===== config.mk =====
export PLATFORM = sky130hd
export DESIGN_NAME = uart_baud_cfg_ctrl
export DESIGN_NICKNAME = d
export VERILOG_FILES = /design/src/rtl/uart_baud_cfg_ctrl.sv
export SDC_FILE = /design/constraint.sdc
export NUM_CORES = 1
export LEC_CHECK = 0
export ABC_AREA = 1
export CELL_PAD_IN_SITES_DETAIL_PLACEMENT = 1
export CELL_PAD_IN_SITES_GLOBAL_PLACEMENT = 1
export CORE_MARGIN = 2
export CORE_UTILIZATION = 40
export DETAILED_ROUTE_END_ITERATION = 12
export DONT_BUFFER_PORTS = 1
export PLACE_DENSITY_LB_ADDON = 0.1
export SYNTH_ARGS = -nofsm -noshare
export SYNTH_HDL_FRONTEND = slang
export SYNTH_SLANG_ARGS = --single-unit

===== constraint.sdc =====
create_clock -name clk -period 1.36 [get_ports clk]
set_input_delay 0.204 -clock clk [delete_from_list [all_inputs] [get_ports clk]]
set_output_delay 0.204 -clock clk [all_outputs]
set_load 0.02 [all_outputs]

===== src/rtl/uart_baud_cfg_ctrl.sv =====
// Baud-rate change sequencer for the 16x-oversampling UART divider:
// drains in-flight frames, reprograms and resets the divider, then waits for it to toggle.
module uart_baud_cfg_ctrl #(
  parameter int unsigned HOLD_CYCLES  = 4,
  parameter int unsigned LOCK_TIMEOUT = 4096,
  parameter logic [1:0]  RESET_RATE   = 2'b11
) (
  input  logic       clk,
  input  logic       rst,
  input  logic       cfg_req,
  input  logic [1:0] cfg_rate,
  output logic       cfg_ack,
  output logic       cfg_done,
  output logic       cfg_err,
  output logic [1:0] cur_rate,
  input  logic       busy_rx,
  input  logic       busy_tx,
  output logic       link_en,
  output logic [1:0] div_rate,
  output logic       div_rst_n,
  input  logic       div_clk
);

  localparam int unsigned HOLD_W = $clog2(HOLD_CYCLES + 1);
  localparam int unsigned LOCK_W = $clog2(LOCK_TIMEOUT);

  typedef enum logic [2:0] {
    BOOT_HOLD = 3'd0,
    IDLE      = 3'd1,
    DRAIN     = 3'd2,
    HOLD      = 3'd3,
    LOCK      = 3'd4
  } state_t;

  state_t              state_q, state_d;
  logic                boot_q, boot_d;
  logic [HOLD_W-1:0]   hold_cnt_q, hold_cnt_d;
  logic [LOCK_W-1:0]   lock_cnt_q, lock_cnt_d;
  logic [1:0]          req_rate_q, req_rate_d;
  logic [1:0]          div_rate_q, div_rate_d;
  logic [1:0]          cur_rate_q, cur_rate_d;
  logic                div_rst_n_q, div_rst_n_d;
  logic                link_en_q, link_en_d;
  logic                cfg_ack_q, cfg_ack_d;
  logic                cfg_done_q, cfg_done_d;
  logic                cfg_err_q, cfg_err_d;
  logic                div_clk_q, div_clk_d;
  logic                fall_c;

  always_ff @(posedge clk) begin
    if (rst) begin
      state_q     <= HOLD;
      boot_q      <= 1'b1;
      hold_cnt_q  <= '0;
      lock_cnt_q  <= '0;
      req_rate_q  <= RESET_RATE;
      div_rate_q  <= RESET_RATE;
      cur_rate_q  <= RESET_RATE;
      div_rst_n_q <= 1'b0;
      link_en_q   <= 1'b0;
      cfg_ack_q   <= 1'b0;
      cfg_done_q  <= 1'b0;
      cfg_err_q   <= 1'b0;
      div_clk_q   <= 1'b1;
    end else begin
      state_q     <= state_d;
      boot_q      <= boot_d;
      hold_cnt_q  <= hold_cnt_d;
      lock_cnt_q  <= lock_cnt_d;
      req_rate_q  <= req_rate_d;
      div_rate_q  <= div_rate_d;
      cur_rate_q  <= cur_rate_d;
      div_rst_n_q <= div_rst_n_d;
      link_en_q   <= link_en_d;
      cfg_ack_q   <= cfg_ack_d;
      cfg_done_q  <= cfg_done_d;
      cfg_err_q   <= cfg_err_d;
      div_clk_q   <= div_clk_d;
    end
  end

  always_comb begin
    state_d     = state_q;
    boot_d      = boot_q;
    hold_cnt_d  = hold_cnt_q;
    lock_cnt_d  = lock_cnt_q;
    req_rate_d  = req_rate_q;
    div_rate_d  = div_rate_q;
    cur_rate_d  = cur_rate_q;
    div_rst_n_d = div_rst_n_q;
    link_en_d   = link_en_q;
    cfg_ack_d   = 1'b0;
    cfg_done_d  = 1'b0;
    cfg_err_d   = 1'b0;
    // Sample history is pinned high outside LOCK so a bypassed divider cannot fake an edge.
    div_clk_d   = (state_q == LOCK) ? div_clk : 1'b1;
    fall_c      = div_clk_q & ~div_clk;

    case (state_q)
      BOOT_HOLD: begin
        boot_d      = 1'b1;
        hold_cnt_d  = '0;
        div_rst_n_d = 1'b0;
        link_en_d   = 1'b0;
        state_d     = HOLD;
      end
      IDLE: begin
        link_en_d   = 1'b1;
        div_rst_n_d = 1'b1;
        if (cfg_req) begin
          cfg_ack_d = 1'b1;
          if (cfg_rate != cur_rate_q) begin
            req_rate_d = cfg_rate;
            link_en_d  = 1'b0;
            state_d    = DRAIN;
          end else begin
            cfg_done_d = 1'b1;
          end
        end
      end
      DRAIN: begin
        link_en_d = 1'b0;
        if (!busy_rx && !busy_tx) begin
          div_rate_d  = req_rate_q;
          div_rst_n_d = 1'b0;
          hold_cnt_d  = '0;
          state_d     = HOLD;
        end
      end
      HOLD: begin
        link_en_d   = 1'b0;
        div_rst_n_d = 1'b0;
        if (hold_cnt_q >= HOLD_W'(HOLD_CYCLES - 1)) begin
          div_rst_n_d = 1'b1;
          lock_cnt_d  = '0;
          state_d     = LOCK;
        end else begin
          hold_cnt_d = hold_cnt_q + HOLD_W'(1);
        end
      end
      LOCK: begin
        link_en_d = 1'b0;
        if (fall_c) begin
          state_d   = IDLE;
          link_en_d = 1'b1;
          boot_d    = 1'b0;
          if (!boot_q) begin
            cur_rate_d = div_rate_q;
            cfg_done_d = 1'b1;
          end
        end else if (lock_cnt_q == LOCK_W'(LOCK_TIMEOUT - 1)) begin
          // Divider never toggled: fall back to the last good rate and bring it up again.
          cfg_err_d   = 1'b1;
          div_rate_d  = cur_rate_q;
          boot_d      = 1'b1;
          div_rst_n_d = 1'b0;
          hold_cnt_d  = '0;
          state_d     = HOLD;
        end else begin
          lock_cnt_d = lock_cnt_q + LOCK_W'(1);
        end
      end
      default: begin
        state_d = HOLD;
        boot_d  = 1'b1;
      end
    endcase
  end

  assign cfg_ack   = cfg_ack_q;
  assign cfg_done  = cfg_done_q;
  assign cfg_err   = cfg_err_q;
  assign cur_rate  = cur_rate_q;
  assign link_en   = link_en_q;
  assign div_rate  = div_rate_q;
  assign div_rst_n = div_rst_n_q;

endmodule


Fig. 1: run 1, sequential cells grouped by signal name
The bar under the picture is 20 µm long. Other sequential cells in the stronger gray, the rest of the logic in the fainter gray.
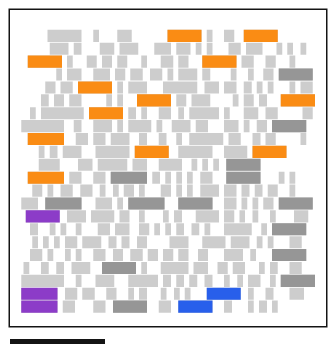
legend:
  `hold_cnt_q`:
    color: purple
    sequential_cells: 3
  `div_rate`:
    color: blue
    sequential_cells: 2
  `lock_cnt_q`:
    color: orange
    sequential_cells: 12
not colored: 14
Flop area: 629 µm²
fin util: 0.628
Seq/total area: 0.270
Sequential Power: 1.24 mW

Fig. 2: run 1, clock distribution
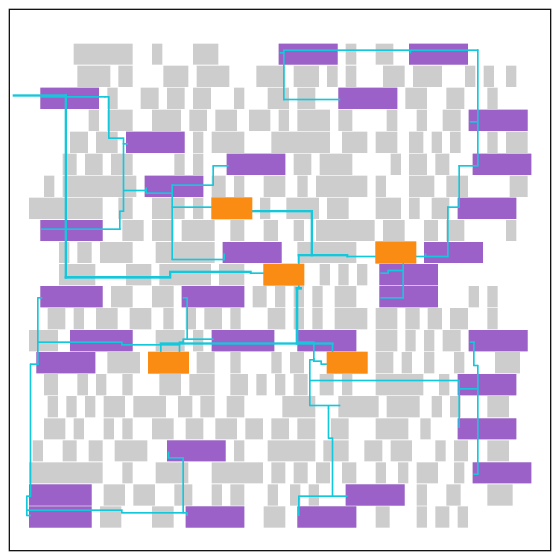
legend:
  cells driving clock nets:
    color: orange
    count: 5
  clock wires:
    color: cyan
    length: 456 µm
  flip-flops:
    color: purple
    count: 31
routed clock nets: 6
Late-Pin Clk Latency: 280 ps
Clock power frac: 0.227
Final Skew: 4.15 ps
Clock Power: 740 µW

Fig. 3: run 1, placement by cell class
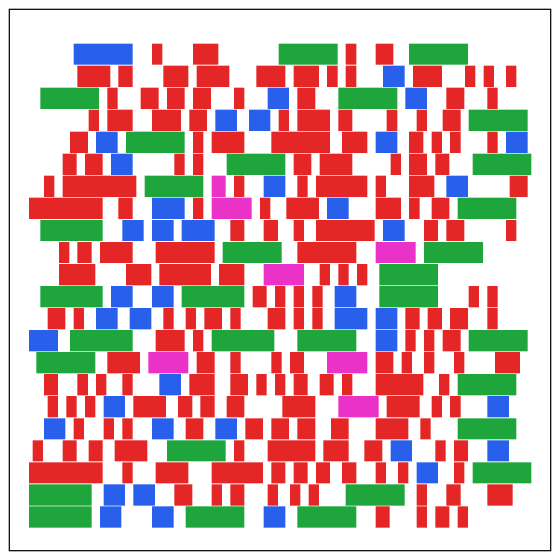
legend:
  clock drivers and dummy loads:
    color: magenta
    cells: 7
  other buffers and delay cells:
    color: blue
    cells: 41
  flops:
    color: green
    cells: 31
  all other logic:
    color: red
    cells: 189
CORE AREA: 3720 µm²
row count: 22

==> impl_metrics.yaml, run 1 <==
# generated from flow reports
status:
  status: "complete, but fails checks"
  violations: "negative setup slack"
critical_path:
  crit_slowest_cell: "dfxtp_2"
  reg2reg_depth: 9
  worstPathMaxFanout: 8
  cp_num_buf_inv: 0
  end_kind: "flop"
  startpoint: "hold_cnt_q[1]$_SDFFE_PP0P_"
  crit_end: "lock_cnt_q[4]$_SDFFE_PP0P_"
  crit_path_frequent_cell: "nand2_4"
  critPathLaunchType: "flop"
  reg2reg_slack_ps: -180
  cp_cell_sequence: "ha_4 -> ha_4 -> nor2_4 -> nand2_4 -> nand2_4 -> nand3_4 -> nand2_8 -> nand2_4 -> nor2_2"
  rr_startpoint: "hold_cnt_q[1]$_SDFFE_PP0P_"
yosys:
  synthSimpleGateAreaFrac: 0.401
  ys_sh_mux: 0
  yosys_warnings: 0
  ys_sh_xor: 0.0112
  ys_cells: 223
  synth_cells: 223
die:
  die_h_um: 66.7
  die_w_um: 66.7
  die_area_um2: 4440
clock_network:
  clock_path_buffers: 2
  cts-buffers-inserted: 5
  cts_num_sinks: 31
  cts_setup_buffers: 6
  cts_tree: "yes"
  clk_pin_slew_worst_paths_ps: 70
  hold_buffers: 1
  htreeDepth: 2
power:
  cellLeakagePower_nw: 1.01
  intPower_mw: 1.94
  pg_comb_mw: 1.27
  power.density_nw_per_um2: 1400
  switching_share: 0.404
  seqPwrFrac: 0.382
final_layout:
  fin_area_um2: 2330
  drive_gt1_frac: 0.455
  largest_class: "combinational gates"
  largestRegisters: "lock_cnt_q: 12 flops, hold_cnt_q: 3 flops, state_q: 3 flops"
  nClkBuffers: 6
  largest_register_ffs: 12
  top_register: "lock_cnt_q"
  final_cell_mix: "nand2_1, buf_4, dfxtp_1, inv_1, nand3_1"
  buf_share: 0.143
  syn2layout_area_growth_pct: 48.7
placed_design:
  dp_hpwl_um: 3200
  placedCellCount: 294
worst_hold_path:
  worstHoldPathCells: 2
  hold_path_class: "primary input to flop"
  hp-start: "rst"
global_route:
  grt_pass1_vias: 1720
  grt_pass1_wl_um: 8000
  grt_max_degree: 11
  track_usage: 0.240
routing:
  ant_nets: 0
  drtIter0Drc: 52
  dr.pass1.iters: 4
  vias_per_cell: 5.27
job:
  warning_count: 29
timing:
  finalCritPeriodShare: 1.13
  setup_slack_ps: -177
  max_freq_ghz: 0.651
  finalSetupViolations: 23
  hold_violations: 0
[run 1: synthesized netlist by cell type, drive strengths merged]
master | n | area, µm²
nand4 | 5 | 31.3
nor3 | 2 | 10.0
nand3 | 24 | 143
ha | 3 | 37.5
dfxtp | 31 | 621
nor2 | 33 | 151
a22oi | 1 | 7.51
a21oi | 17 | 88.8
a31oi | 1 | 6.26
clkbuf | 2 | 7.51
buf | 2 | 18.8
and3 | 1 | 6.26
o21ai | 7 | 35.0
or2 | 1 | 6.26
nand2 | 64 | 282
xnor2 | 2 | 17.5
inv | 27 | 101
[run 1: layer usage]
layer / GRT usage / vias to the layer above / wire, µm
li1: - / 805 / -
met1: 0.281 / 819 / 2260
met2: 0.428 / 29 / 2830
met3: 0.0541 / 12 / 157
met4: 0.0816 / 0 / 97
met5: 0 / - / 0
==> run 2: changes to the inputs <==
--- a/config.mk
+++ b/config.mk
@@ -6,7 +6,7 @@
 export NUM_CORES = 1
 export LEC_CHECK = 0
 export ABC_AREA = 1
-export CELL_PAD_IN_SITES_DETAIL_PLACEMENT = 1
+export CELL_PAD_IN_SITES_DETAIL_PLACEMENT = 0
 export CELL_PAD_IN_SITES_GLOBAL_PLACEMENT = 1
 export CORE_MARGIN = 2
 export CORE_UTILIZATION = 40
Fig. 4: run 2, clock distribution
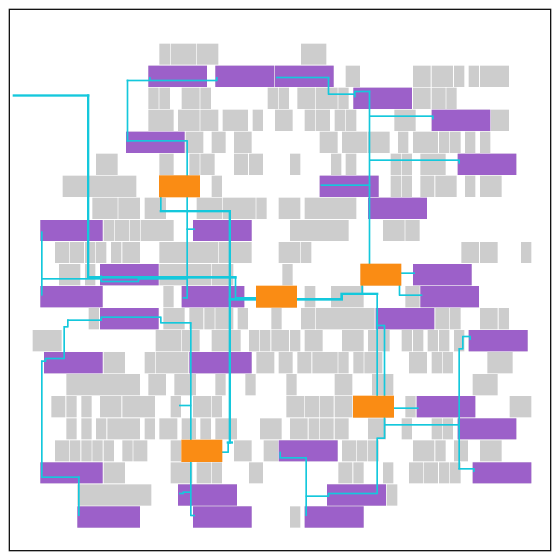
legend:
  cells driving clock nets:
    color: orange
    count: 5
  flip-flops:
    color: purple
    count: 31
  clock wires:
    color: cyan
    length: 444 µm
flops lie: spread over the die
Clock Power: 649 µW
Clock power frac: 0.229
Final Skew: 1.51 ps

Fig. 5: run 2, sequential cells grouped by signal name
The bar under the picture is 20 µm long. Other sequential cells in the stronger gray, the rest of the logic in the fainter gray.
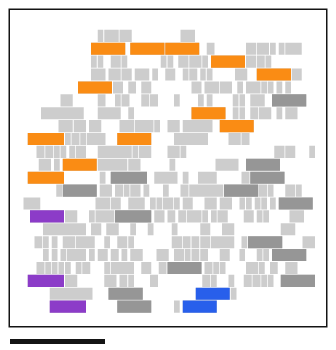
legend:
  `div_rate`:
    color: blue
    sequential_cells: 2
  `lock_cnt_q`:
    color: orange
    sequential_cells: 12
  `hold_cnt_q`:
    color: purple
    sequential_cells: 3

==> impl_metrics.yaml, run 2 <==
# generated from flow reports
die:
  core_um2: 3720
  placementRows: 22
  die_area_um2: 4440
  die_h_um: 66.7
global_route:
  grtUsageMet2: 0.279
  met1_usage: 0.227
  track_usage: 0.177
  grt_max_degree: 21
  grt.busiest_layer: "met2"
  grt_pass1_wl_um: 5930
final_layout:
  largest_class: "combinational gates"
  top_register: "lock_cnt_q"
  buf_share: 0.113
  largest_register_ffs: 12
  seqCellArea_um2: 628
  drive_gt1_frac: 0.367
  final_cell_mix: "nand2_1, buf_4, dfxtp_1, inv_1, nand3_1"
  nClkBuffers: 6
  syn2layout_area_growth_pct: 32.9
  fin_area_um2: 2090
  seq_share: 0.301
  utilization: 0.562
yosys:
  synth_area_leader_cell: "dfxtp_1"
  flop_cell: "dfxtp_1"
  top_cells_by_count: "nand2_1, dfxtp_1, nor2_1"
  edf_count: 0
  ys_sh_mux: 0
  synthSimpleGateAreaFrac: 0.401
  ys_async_sr_fraction: 0
  ys_cells: 223
  top_cells_by_area: "dfxtp_1, nand2_1, nand3_1"
timing:
  setup_slack_ps: -49.9
  finalSetupViolations: 13
  max_freq_ghz: 0.709
  finalCritPeriodShare: 1.04
  hold_violations: 0
placed_design:
  placedCellCount: 294
  dp_hpwl_um: 2650
power:
  pg_comb_uw: 971
  intPower_mw: 1.78
  seqPwrFrac: 0.429
  power.density_nw_per_um2: 1360
routing:
  vias_per_cell: 4.93
  highest_layer: "met4"
  ant_nets: 0
  m1WireLength_um: 1600
  drtIter0Drc: 37
worst_hold_path:
  hold_path_class: "primary input to flop"
clock_network:
  cts_setup_buffers: 1
  htreeDepth: 2
  clk_latency_ps: 280
  cts-buffers-inserted: 5
  cts_tree: "yes"
  clk_pin_slew_worst_paths_ps: 60
  cts_num_sinks: 31
critical_path:
  cp_num_buf_inv: 0
  crit_slowest_cell: "dfxtp_2"
  worstPathMaxFanout: 4
  critPathLaunchType: "flop"
  cp_cell_sequence: "ha_4 -> ha_4 -> nor2_4 -> nand2_4 -> a21oi_2 -> nand4_1 -> nor2_1 -> nor2_1"
status:
  status: "complete, but fails checks"
  violations: "negative setup slack"
job:
  warning_count: 29
Fig. 6: run 2, placement by cell class
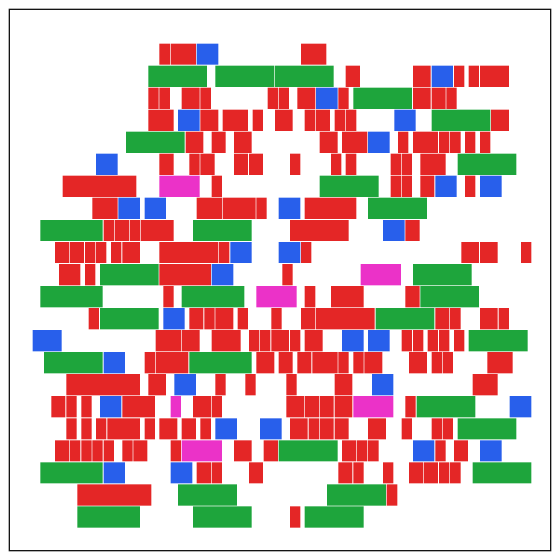
legend:
  flops:
    color: green
    cells: 31
  clock drivers and dummy loads:
    color: magenta
    cells: 6
  other buffers and delay cells:
    color: blue
    cells: 31
  all other logic:
    color: red
    cells: 188

==> run 2: cell families after synthesis <==
| logic type | after synthesis |
|---|---|
| adders and majority gates | 3 |
| and+or+nand+nor | 130 |
| buffers and inverters | 31 |
| DFF | 31 |
| AOI/OAI and AO/OA | 26 |
| xor gates and xnor gates | 2 |
==> run 2: worst paths after layout <==
kind                               from                    endpoint  slack [ps]  cells past startpoint
max          hold_cnt_q[1]$_SDFFE_PP0P_  hold_cnt_q[0]$_SDFFE_PP0P_         -50                      8
min                             div_clk        div_clk_q$_SDFF_PP1_          30                      1
max reg2reg  hold_cnt_q[1]$_SDFFE_PP0P_  hold_cnt_q[0]$_SDFFE_PP0P_         -50                      8
min reg2reg  req_rate_q[0]$_SDFFE_PP1P_  req_rate_q[0]$_SDFFE_PP1P_         470                      2
Power and IR drop assume default switching activity.
